**src/rtl/seq_frame_scanner.sv**
```systemverilog
// rtl/seq_frame_scanner.sv - word-to-bit serializer with per-frame non-overlapping 4-bit pattern counter
module seq_frame_scanner #(
  parameter int WORD_W      = 8,
  parameter int FRAME_WORDS = 4,
  parameter int CNT_W       = 6
) (
  input  logic              clk,
  input  logic              rst,
  input  logic [3:0]        pattern,
  input  logic              in_valid,
  input  logic [WORD_W-1:0] in_data,
  output logic              in_ready,
  output logic              bit_valid,
  output logic              bit_out,
  output logic              match,
  output logic              res_valid,
  output logic [CNT_W-1:0]  res_count,
  input  logic              res_ready,
  output logic              busy
);

  localparam int BC_W = $clog2(WORD_W);
  localparam int WI_W = (FRAME_WORDS > 1) ? $clog2(FRAME_WORDS) : 1;
  localparam logic [BC_W-1:0]  LAST_BIT  = BC_W'(WORD_W - 1);
  localparam logic [WI_W-1:0]  LAST_WORD = WI_W'(FRAME_WORDS - 1);
  localparam logic [CNT_W-1:0] CNT_MAX   = {CNT_W{1'b1}};

  localparam logic [1:0] S_IDLE   = 2'd0;
  localparam logic [1:0] S_SHIFT  = 2'd1;
  localparam logic [1:0] S_REPORT = 2'd2;

  logic [1:0]        r_state;
  logic [WORD_W-1:0] r_shreg;
  logic [BC_W-1:0]   r_bitcnt;
  logic [WI_W-1:0]   r_widx;
  logic [3:0]        r_pat;
  logic [2:0]        r_hist;
  logic [1:0]        r_hlen;
  logic [CNT_W-1:0]  r_count;
  logic              r_match;

  logic w_in_ready;
  logic w_accept;
  logic w_shifting;
  logic w_bit;
  logic w_hit;

  assign w_in_ready = (r_state == S_IDLE);
  assign w_accept   = in_valid & w_in_ready;
  assign w_shifting = (r_state == S_SHIFT);
  assign w_bit      = r_shreg[WORD_W-1];
  // A hit needs three bits of history gathered since the frame start or the previous hit.
  assign w_hit      = w_shifting && (r_hlen == 2'd3) && ({r_hist, w_bit} == r_pat);

  always_ff @(posedge clk or posedge rst) begin
    if (rst) begin
      r_state  <= S_IDLE;
      r_shreg  <= '0;
      r_bitcnt <= '0;
      r_widx   <= '0;
      r_pat    <= '0;
      r_hist   <= '0;
      r_hlen   <= '0;
      r_count  <= '0;
      r_match  <= 1'b0;
    end else begin
      r_match <= w_hit;
      case (r_state)
        S_IDLE: begin
          if (w_accept) begin
            r_shreg  <= in_data;
            r_bitcnt <= '0;
            r_state  <= S_SHIFT;
            if (r_widx == '0) begin
              r_pat   <= pattern;
              r_hist  <= '0;
              r_hlen  <= '0;
              r_count <= '0;
            end
          end
        end
        S_SHIFT: begin
          r_shreg  <= {r_shreg[WORD_W-2:0], 1'b0};
          r_bitcnt <= r_bitcnt + 1'b1;
          if (w_hit) begin
            r_hlen <= '0;
            if (r_count != CNT_MAX) begin
              r_count <= r_count + 1'b1;
            end
          end else begin
            r_hist <= {r_hist[1:0], w_bit};
            if (r_hlen != 2'd3) begin
              r_hlen <= r_hlen + 1'b1;
            end
          end
          if (r_bitcnt == LAST_BIT) begin
            if (r_widx == LAST_WORD) begin
              r_state <= S_REPORT;
            end else begin
              r_widx  <= r_widx + 1'b1;
              r_state <= S_IDLE;
            end
          end
        end
        S_REPORT: begin
          if (res_ready) begin
            r_state <= S_IDLE;
            r_widx  <= '0;
          end
        end
        default: r_state <= S_IDLE;
      endcase
    end
  end

  assign in_ready  = w_in_ready;
  assign bit_valid = w_shifting;
  assign bit_out   = w_shifting & w_bit;
  assign match     = r_match;
  assign res_valid = (r_state == S_REPORT);
  assign res_count = res_valid ? r_count : '0;
  // A frame stays open between words while the word index is non-zero.
  assign busy      = (r_state != S_IDLE) || (r_widx != '0);

endmodule

```
**config.mk**
```make
export PLATFORM = sky130hd
export DESIGN_NAME = seq_frame_scanner
export DESIGN_NICKNAME = d
export VERILOG_FILES = /design/src/rtl/seq_frame_scanner.sv
export SDC_FILE = /design/constraint.sdc
export NUM_CORES = 1
export LEC_CHECK = 0
export CELL_PAD_IN_SITES_DETAIL_PLACEMENT = 2
export CELL_PAD_IN_SITES_GLOBAL_PLACEMENT = 2
export CORE_ASPECT_RATIO = 0.7
export CORE_MARGIN = 1
export CORE_UTILIZATION = 33
export DETAILED_ROUTE_END_ITERATION = 8
export GPL_TIMING_DRIVEN = 0
export PLACE_DENSITY = 0.8
export SYNTH_ARGS = -nofsm -noshare
export SYNTH_HDL_FRONTEND = slang
export SYNTH_SLANG_ARGS = --single-unit
export TNS_END_PERCENT = 5
```
**constraint.sdc**
```tcl
create_clock -name clk -period 2.4 [get_ports clk]
set_clock_uncertainty 0.05 [all_clocks]
set_input_delay 0.48 -clock clk [delete_from_list [all_inputs] [get_ports clk]]
set_output_delay 0.48 -clock clk [all_outputs]
set_load 0.1 [all_outputs]
```
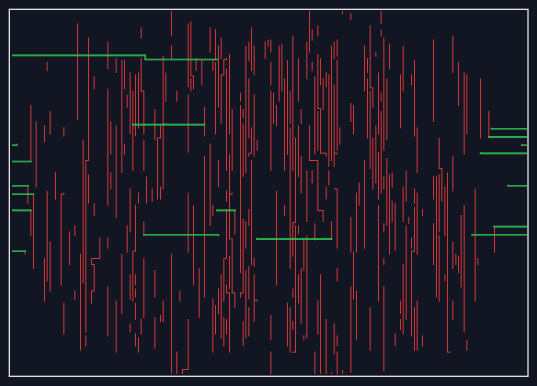
Figure 1: run 1, routed metal, one color a layer.
Drawn at 6 px/um. Only two layers are drawn.
met3: shown in green, wire length 127 um. met2: shown in red, wire length 2,250 um.

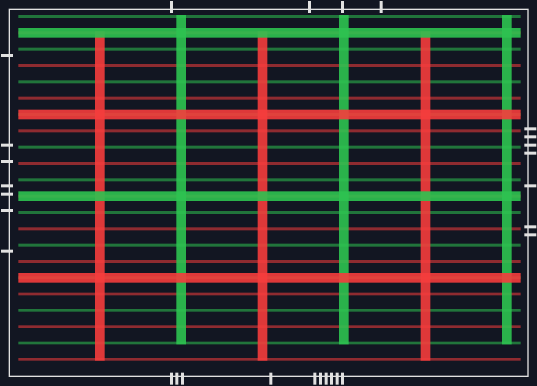
Figure 2: run 1, PDN straps and rails.
Drawn at 6 px/um. Pins as bars on the die edge.
VDD: shown in green. VSS: shown in red.
22 met1 rails follow the rows. 4 straps on met5. The core has 21 rows.

==> results.py, run 1 <==
# Generated from Yosys and OpenROAD reports
metrics = {
    "global_routing": {
        "gr-total-overflow": 0,
        "use_met2_pct": 33.9,
        "grt_pass1_wl_mm": 8.11,
        "grt_pass1_vias": 1565,
        "grt_max_degree": 32,
        "grtUsageMet1_pct": 28.5,
        "antenna_found_initial": 0,
    },
    "route": {
        "final_antenna_net_count": 0,
        "vias": 1405,
        "wl_met3_um": 126,
        "wl_met1_mm": 2.35,
        "drt-wirelength-per-cell_um": 17.4,
        "drc_errors": 0,
        "dr.pass1.iters": 4,
    },
    "floorplanning": {
        "die-area_um2": 5250,
        "fp.dieW_um": 86.2,
        "fp_util_pct": 34.2,
        "die_y_um": 60.9,
        "core-area_um2": 4780,
        "io_pins": 28,
    },
    "final_layout": {
        "regArea_um2": 776,
        "n_fill_cell": 531,
        "logic_area_um2": 825,
        "logic_gate_count": 122,
        "n_all_inverters": 8,
        "postLayoutCellArea_um2": 2110,
        "utilization_pct": 44.1,
        "area_growth_pct": 28.6,
        "final_nets": 226,
        "fin_cells": 273,
        "layout_top_cell": "dfrtp_1",
        "design.seq.count": 31,
        "clk_share_pct": 4.16,
        "sh_seq_area_pct": 36.8,
        "largest_reg_flops": 8,
        "drive_gt1_share_pct": 17.6,
    },
    "status": {
        "status": "completed",
    },
    "setup_path": {
        "critPathMaxFanout": 10,
        "crit_path_max_incr_delay_ns": 0.38,
        "path_class": "reg2out",
        "cp_top_family": "buffers and inverters",
        "startpoint_type": "register",
        "cp-endpoint": "bit_valid",
        "cp.depth": 5,
        "cp_cell_sequence": "nand2b_1 -> buf_2 -> inv_1 -> clkbuf_2 -> buf_6",
        "crit_buf_inv": 4,
    },
    "sta": {
        "max_freq_mhz": 442,
        "fin_crit_sh_pct": 94.3,
        "drv_slew": 0,
    },
    "clock_network": {
        "cts_tree": "built",
        "cts_resized": 51,
        "clock_path_buffers": 2,
        "clock_latency_ns": 0.28,
        "cts_post_setup_buffers_inserted": 0,
        "clk_pin_slew_ns": 0.07,
        "hold_buffers": 0,
        "cts_max_level": 2,
        "cts_sinks": 31,
    },
    "pwr": {
        "clockPowerShare_pct": 17.5,
        "vdd_drop_max_mv": 0.430,
        "power_leader": "combinational logic",
        "powerComb_w": 0.00107,
        "powerSeq_w": 0.000882,
        "p_int_w": 0.00134,
        "combPwrFrac_pct": 45.1,
        "p_per_area_nw_per_um2": 1120,
        "switching_share_pct": 43.3,
        "seqPwrFrac_pct": 37.3,
        "p_sw_w": 0.00102,
        "cellLeakagePower_nw": 0.892,
    },
    "synth": {
        "ys_cells": 169,
        "synthCells": 169,
        "ys_seq_share_pct": 47.4,
        "ff_type": "dfrtp_1",
        "aoi_share_pct": 20.5,
        "top_cells_by_area": "dfrtp_1 (47%), nand2_1 (4.8%), ha_1 (4.6%)",
        "yosysTopAreaCellShare_pct": 47.4,
        "ys_seq_elements": 31,
        "syn_area_um2": 1640,
        "avgSynthCellArea_um2": 9.69,
        "synth_top_cell_by_count": "dfrtp_1",
        "ys_chip_area_um2": 1640,
        "yosysTopAreaCell": "dfrtp_1",
        "synth.comb.largest_family": "AND-OR/OR-AND gates",
    },
    "place": {
        "post-dp-hpwl_mm": 3.50,
        "gp_congestion": 0.807,
        "io_buffers": 27,
        "placed_cell_area_um2": 2020,
        "dp_slack_ns": -0.637,
        "place_inst": 265,
    },
    "flow_run": {
        "warnings": 29,
    },
    "hold_path": {
        "min_path_cells": 2,
        "hold_end": "r_shreg[5]$_DFFE_PP0P_",
    },
}
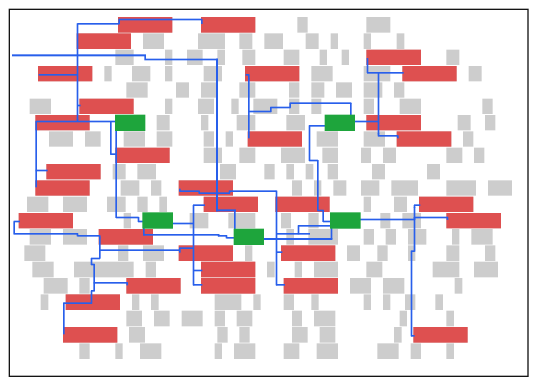
Figure 3: run 1, clock network drawn from the DEF.
Drawn at 6 px/um.
cells driving clock nets: shown in green, count 5. flip-flops: shown in red, count 31. clock wires: shown in blue, length 464 um.
Position of the flops: widely spread. There are 6 routed clock nets.

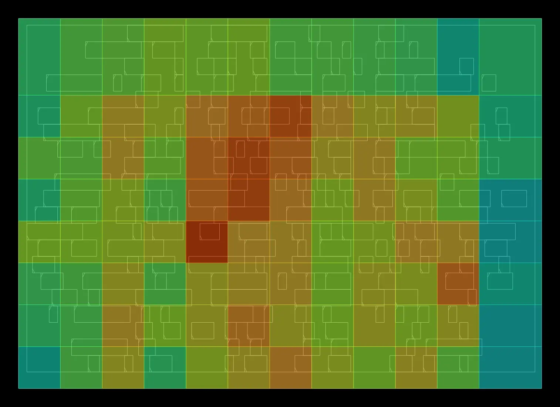
Figure 4: run 1, congestion heat map.
met3 Use GR: 5.71%
GRT Total Usage: 21.0%

Figure 5. Cell density map (run 1).
Drawn at 3 px/um. The die is cut into 9 by 6 equal tiles; white is low, dark blue is high, 0 to 100% covered.
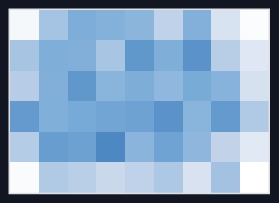

==> run 2, diff against run 1 <==
CORE_ASPECT_RATIO = 0.5   (was 0.7)
SKIP_CTS_REPAIR_TIMING = 1   (was unset)
TNS_END_PERCENT = 100   (was 5)
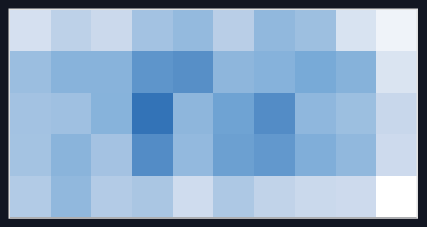
Figure 6: run 2, cell density map.
Drawn at 4 px/um. The die is cut into 10 by 5 equal tiles; white is low, dark blue is high, 0 to 100% covered.
The mean over all tiles is 38%. The emptiest ninth of the die: lower right. The fullest tile reaches 73%.

==> run 2 against run 1 <==
Against the previous run:
- non-clock buffer count did not move
- sequential power rose by 0.7%
- wire length rose by 5.1%
- power rose by 0.48%
- setup slack got worse by 0.064 ns
- sequential share of layout area rose by 0.29 points
- first-iteration DRC count fell by 33%
- clock power fell by 7.0%
- design area fell by 0.77%
- fmax fell by 2.7%
- core utilization rose by 1.7 points
- via count rose by 4.0%
- critical endpoint is now in_ready
==> results.py, run 2 <==
# Generated from Yosys and OpenROAD reports
metrics = {
    "pwr": {
        "p_sw_w": 0.00106,
        "p_per_area_nw_per_um2": 1140,
        "combPwrFrac_pct": 46.4,
        "clockPowerShare_pct": 16.3,
        "vdd_drop_max_mv": 0.463,
        "seqPwrFrac_pct": 37.4,
        "p_int_w": 0.00131,
        "power_leader": "combinational logic",
        "cellLeakagePower_nw": 0.903,
    },
    "hold_path": {
        "hold_end": "r_shreg[4]$_DFFE_PP0P_",
        "min_path_cells": 2,
    },
    "setup_path": {
        "cp_cell_sequence": "clkbuf_2 -> nor2_4 -> dlymetal6s2s_1",
        "startpoint_type": "register",
        "cp_top_family": "buffers and inverters",
        "crit_path_max_incr_delay_ns": 0.76,
        "cp.depth": 3,
        "critPathMaxFanout": 10,
        "path_class": "reg2out",
        "cp-endpoint": "in_ready",
    },
    "global_routing": {
        "grt_pass1_wl_mm": 7.89,
        "antenna_found_initial": 0,
        "gr-total-overflow": 0,
        "track_usage_pct": 20.8,
        "grt_pass1_vias": 1526,
        "grtUsageMet1_pct": 25.7,
        "use_met2_pct": 36.4,
    },
    "final_layout": {
        "n_fill_cell": 502,
        "regArea_um2": 776,
        "design.seq.count": 31,
        "final_nets": 226,
        "largest_reg_flops": 8,
        "n_all_inverters": 8,
        "fin_cells": 269,
        "sh_seq_area_pct": 37.1,
        "logic_gate_count": 122,
        "layout_top_cell": "dfrtp_1",
        "area_growth_pct": 27.7,
        "postLayoutCellArea_um2": 2090,
        "utilization_pct": 45.7,
        "logic_area_um2": 835,
    },
    "flow_run": {
        "warnings": 28,
    },
    "place": {
        "io_buffers": 27,
        "post-dp-hpwl_mm": 3.47,
        "gp_congestion": 0.763,
        "place_inst": 262,
        "dp_slack_ns": -0.754,
        "placed_cell_area_um2": 2030,
    },
    "sta": {
        "max_freq_mhz": 430,
        "fin_crit_sh_pct": 96.9,
        "fin_ws_ns": 0.0739,
        "drv_slew": 0,
    },
    "synth": {
        "synth.comb.largest_family": "AND-OR/OR-AND gates",
        "synth_top_cell_by_count": "dfrtp_1",
        "syn_area_um2": 1640,
        "synth_cell_types": 41,
        "yosysTopAreaCell": "dfrtp_1",
        "synthCells": 169,
        "ys_chip_area_um2": 1640,
        "yosysTopAreaCellShare_pct": 47.4,
        "ys_seq_elements": 31,
        "avgSynthCellArea_um2": 9.69,
    },
    "floorplanning": {
        "nWellTaps": 66,
        "die_y_um": 51.8,
        "core-area_um2": 4570,
        "fp.dieW_um": 102,
        "fp_util_pct": 35.8,
        "die-area_um2": 5270,
        "io_pins": 28,
    },
    "clock_network": {
        "cts_sinks": 31,
        "cts_tree": "built",
        "clk_pin_slew_ns": 0.06,
        "clock_latency_ns": 0.29,
        "clock_path_buffers": 2,
    },
    "status": {
        "status": "completed",
    },
    "route": {
        "final_antenna_net_count": 0,
        "drt-wirelength-per-cell_um": 18.6,
        "wl_met1_mm": 2.36,
        "dr.pass1.iters": 4,
        "wl_met3_um": 133,
        "vias": 1461,
    },
}
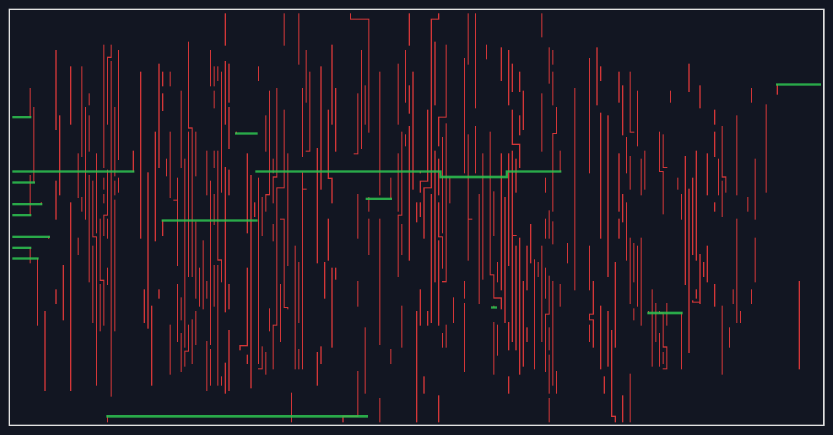
Figure 7: run 2, routed metal, one color a layer.
Drawn at 8 px/um. Only two layers are drawn.
met3: shown in green, wire length 133 um. met2: shown in red, wire length 2,440 um.

Figure 8. Clock network drawn from the DEF (run 2).
Drawn at 8 px/um.
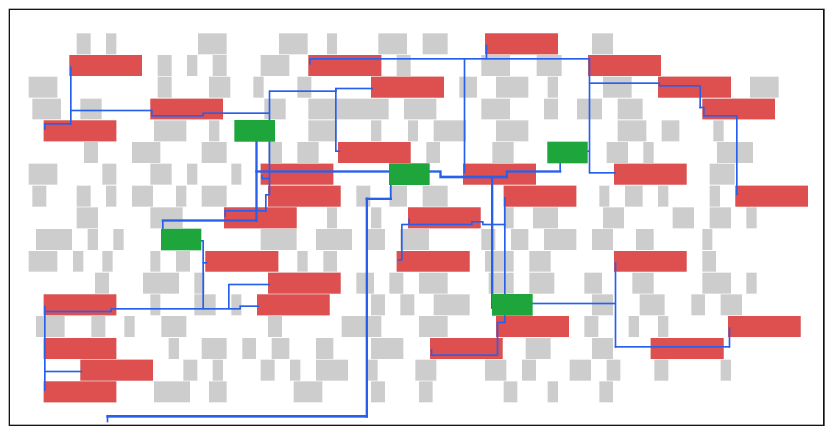

==> run 3, diff against run 2 <==
REMOVE_ABC_BUFFERS = 1   (was unset)
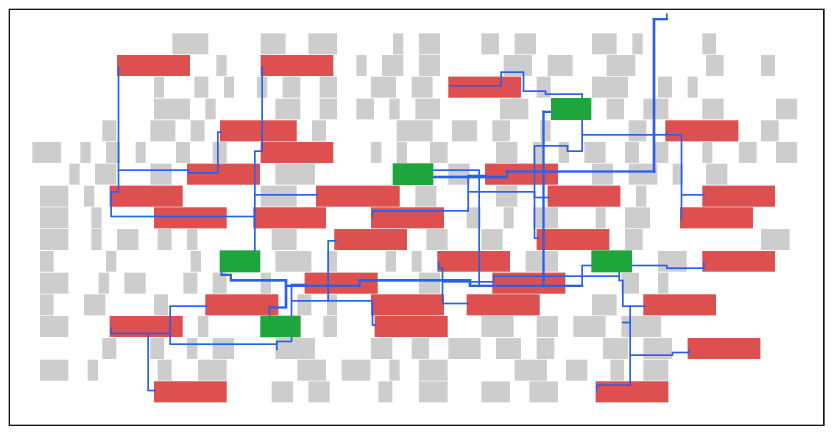
Figure 9: run 3, clock network drawn from the DEF.
Drawn at 8 px/um.
cells driving clock nets: shown in green, count 5. clock wires: shown in blue, length 505 um. flip-flops: shown in red, count 31.
There are 6 routed clock nets.

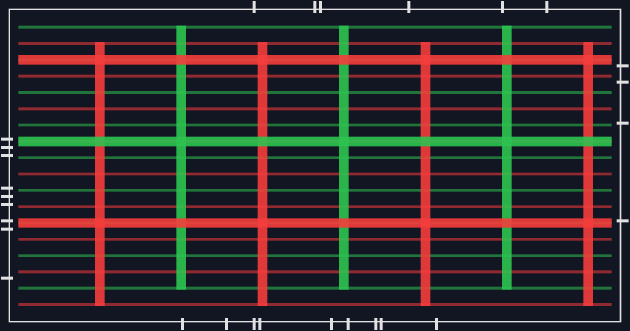
Figure 10: run 3, PDN straps and rails.
Drawn at 6 px/um. Pins as bars on the die edge.
VDD: shown in green. VSS: shown in red.
18 met1 rails follow the rows. The core has 17 rows. 28 signal pins sit on the boundary.

==> run 3 against run 2 <==
Against the previous run:
- setup slack gained 0.0014 ns
- wire length fell by 5.5%
- critical endpoint is now bit_out
- sequential share of layout area grew 0.65 points
- first-iteration DRC count rose by 140%
- critical path depth up 1
- area after synthesis stayed put
- synthesized cell count is the same
- final cell count is 1.1% lower
- clock power up 23%
- die size unchanged
- non-clock buffer count is 5 lower
==> results.py, run 3 <==
# Generated from Yosys and OpenROAD reports
metrics = {
    "setup_path": {
        "cp.depth": 4,
        "crit_buf_inv": 2,
        "critPathMaxFanout": 20,
        "crit_path_max_incr_delay_ns": 0.58,
        "cp_cell_sequence": "nand2b_4 -> clkinvlp_4 -> and2_1 -> clkbuf_4",
        "cp-endpoint": "bit_out",
        "cp_top_family": "flip-flops",
        "path_class": "reg2out",
        "rr_worst_depth": 5,
        "crit_start": "r_state[1]$_DFFE_PP0P_",
        "startpoint_type": "register",
    },
    "hold_path": {
        "hold_end": "r_shreg[4]$_DFFE_PP0P_",
        "min_path_cells": 2,
    },
    "sta": {
        "max_freq_mhz": 430,
        "drv_slew": 0,
        "fin_crit_sh_pct": 96.9,
        "fin_ws_ns": 0.0753,
    },
    "route": {
        "vias": 1460,
        "top_layer_used": "met4",
        "drt-wirelength-per-cell_um": 17.7,
        "wl_met1_mm": 2.20,
        "viasPerCell": 5.49,
        "wl_met3_um": 146,
        "dr.pass1.iters": 4,
        "final_antenna_net_count": 0,
        "drtIter0Drc": 48,
    },
    "global_routing": {
        "track_usage_pct": 20.1,
        "use_met2_pct": 32.3,
        "gr-total-overflow": 0,
        "grtUsageMet1_pct": 26.5,
        "grt_pass1_vias": 1509,
        "grt_pass1_wl_mm": 7.77,
        "use_met3_pct": 5.51,
        "antenna_found_initial": 0,
    },
    "synth": {
        "synth_cell_types": 41,
        "synth.comb.largest_family": "AND-OR/OR-AND gates",
        "synth_top_cell_by_count": "dfrtp_1",
        "avgSynthCellArea_um2": 9.69,
        "ys_sh_xor_pct": 2.67,
        "edf_count": 0,
        "yosysTopAreaCellShare_pct": 47.4,
        "ys_seq_elements": 31,
        "ys_chip_area_um2": 1640,
        "syn_area_um2": 1640,
        "yosysTopAreaCell": "dfrtp_1",
        "synthCells": 169,
    },
    "place": {
        "placed_cell_area_um2": 1960,
        "dp_slack_ns": -1.17,
        "io_buffers": 27,
        "post-dp-hpwl_mm": 3.05,
        "place_inst": 254,
        "gp_congestion": 0.716,
    },
    "final_layout": {
        "area_growth_pct": 26.3,
        "logic_area_um2": 808,
        "utilization_pct": 45.2,
        "postLayoutCellArea_um2": 2070,
        "n_all_inverters": 8,
        "logic_gate_count": 122,
        "design.seq.count": 31,
        "regArea_um2": 781,
        "layout_top_cell": "dfrtp_1",
        "top_register": "r_shreg",
        "largest_reg_flops": 8,
        "n_fill_cell": 500,
        "fin_cells": 266,
        "final_nets": 221,
        "sh_seq_area_pct": 37.7,
    },
    "pwr": {
        "p_int_w": 0.00137,
        "p_per_area_nw_per_um2": 1170,
        "power_leader": "combinational logic",
        "combPwrFrac_pct": 42.5,
        "power.total_w": 0.00241,
        "clockPowerShare_pct": 19.6,
        "switching_share_pct": 43.3,
        "cellLeakagePower_nw": 0.868,
        "vdd_drop_max_mv": 0.372,
        "seqPwrFrac_pct": 37.9,
        "p_sw_w": 0.00105,
    },
    "floorplanning": {
        "core-area_um2": 4570,
        "io_pins": 28,
        "fp_util_pct": 35.8,
        "nWellTaps": 66,
        "fp.dieW_um": 102,
        "die_y_um": 51.8,
        "die-area_um2": 5270,
    },
    "clock_network": {
        "cts_sinks": 31,
        "clock_latency_ns": 0.30,
        "clock_path_buffers": 2,
        "clk_pin_slew_ns": 0.07,
        "cts_tree": "built",
    },
    "flow_run": {
        "warnings": 26,
    },
    "status": {
        "status": "completed",
    },
}
Power is estimated from default activity; no workload was simulated.
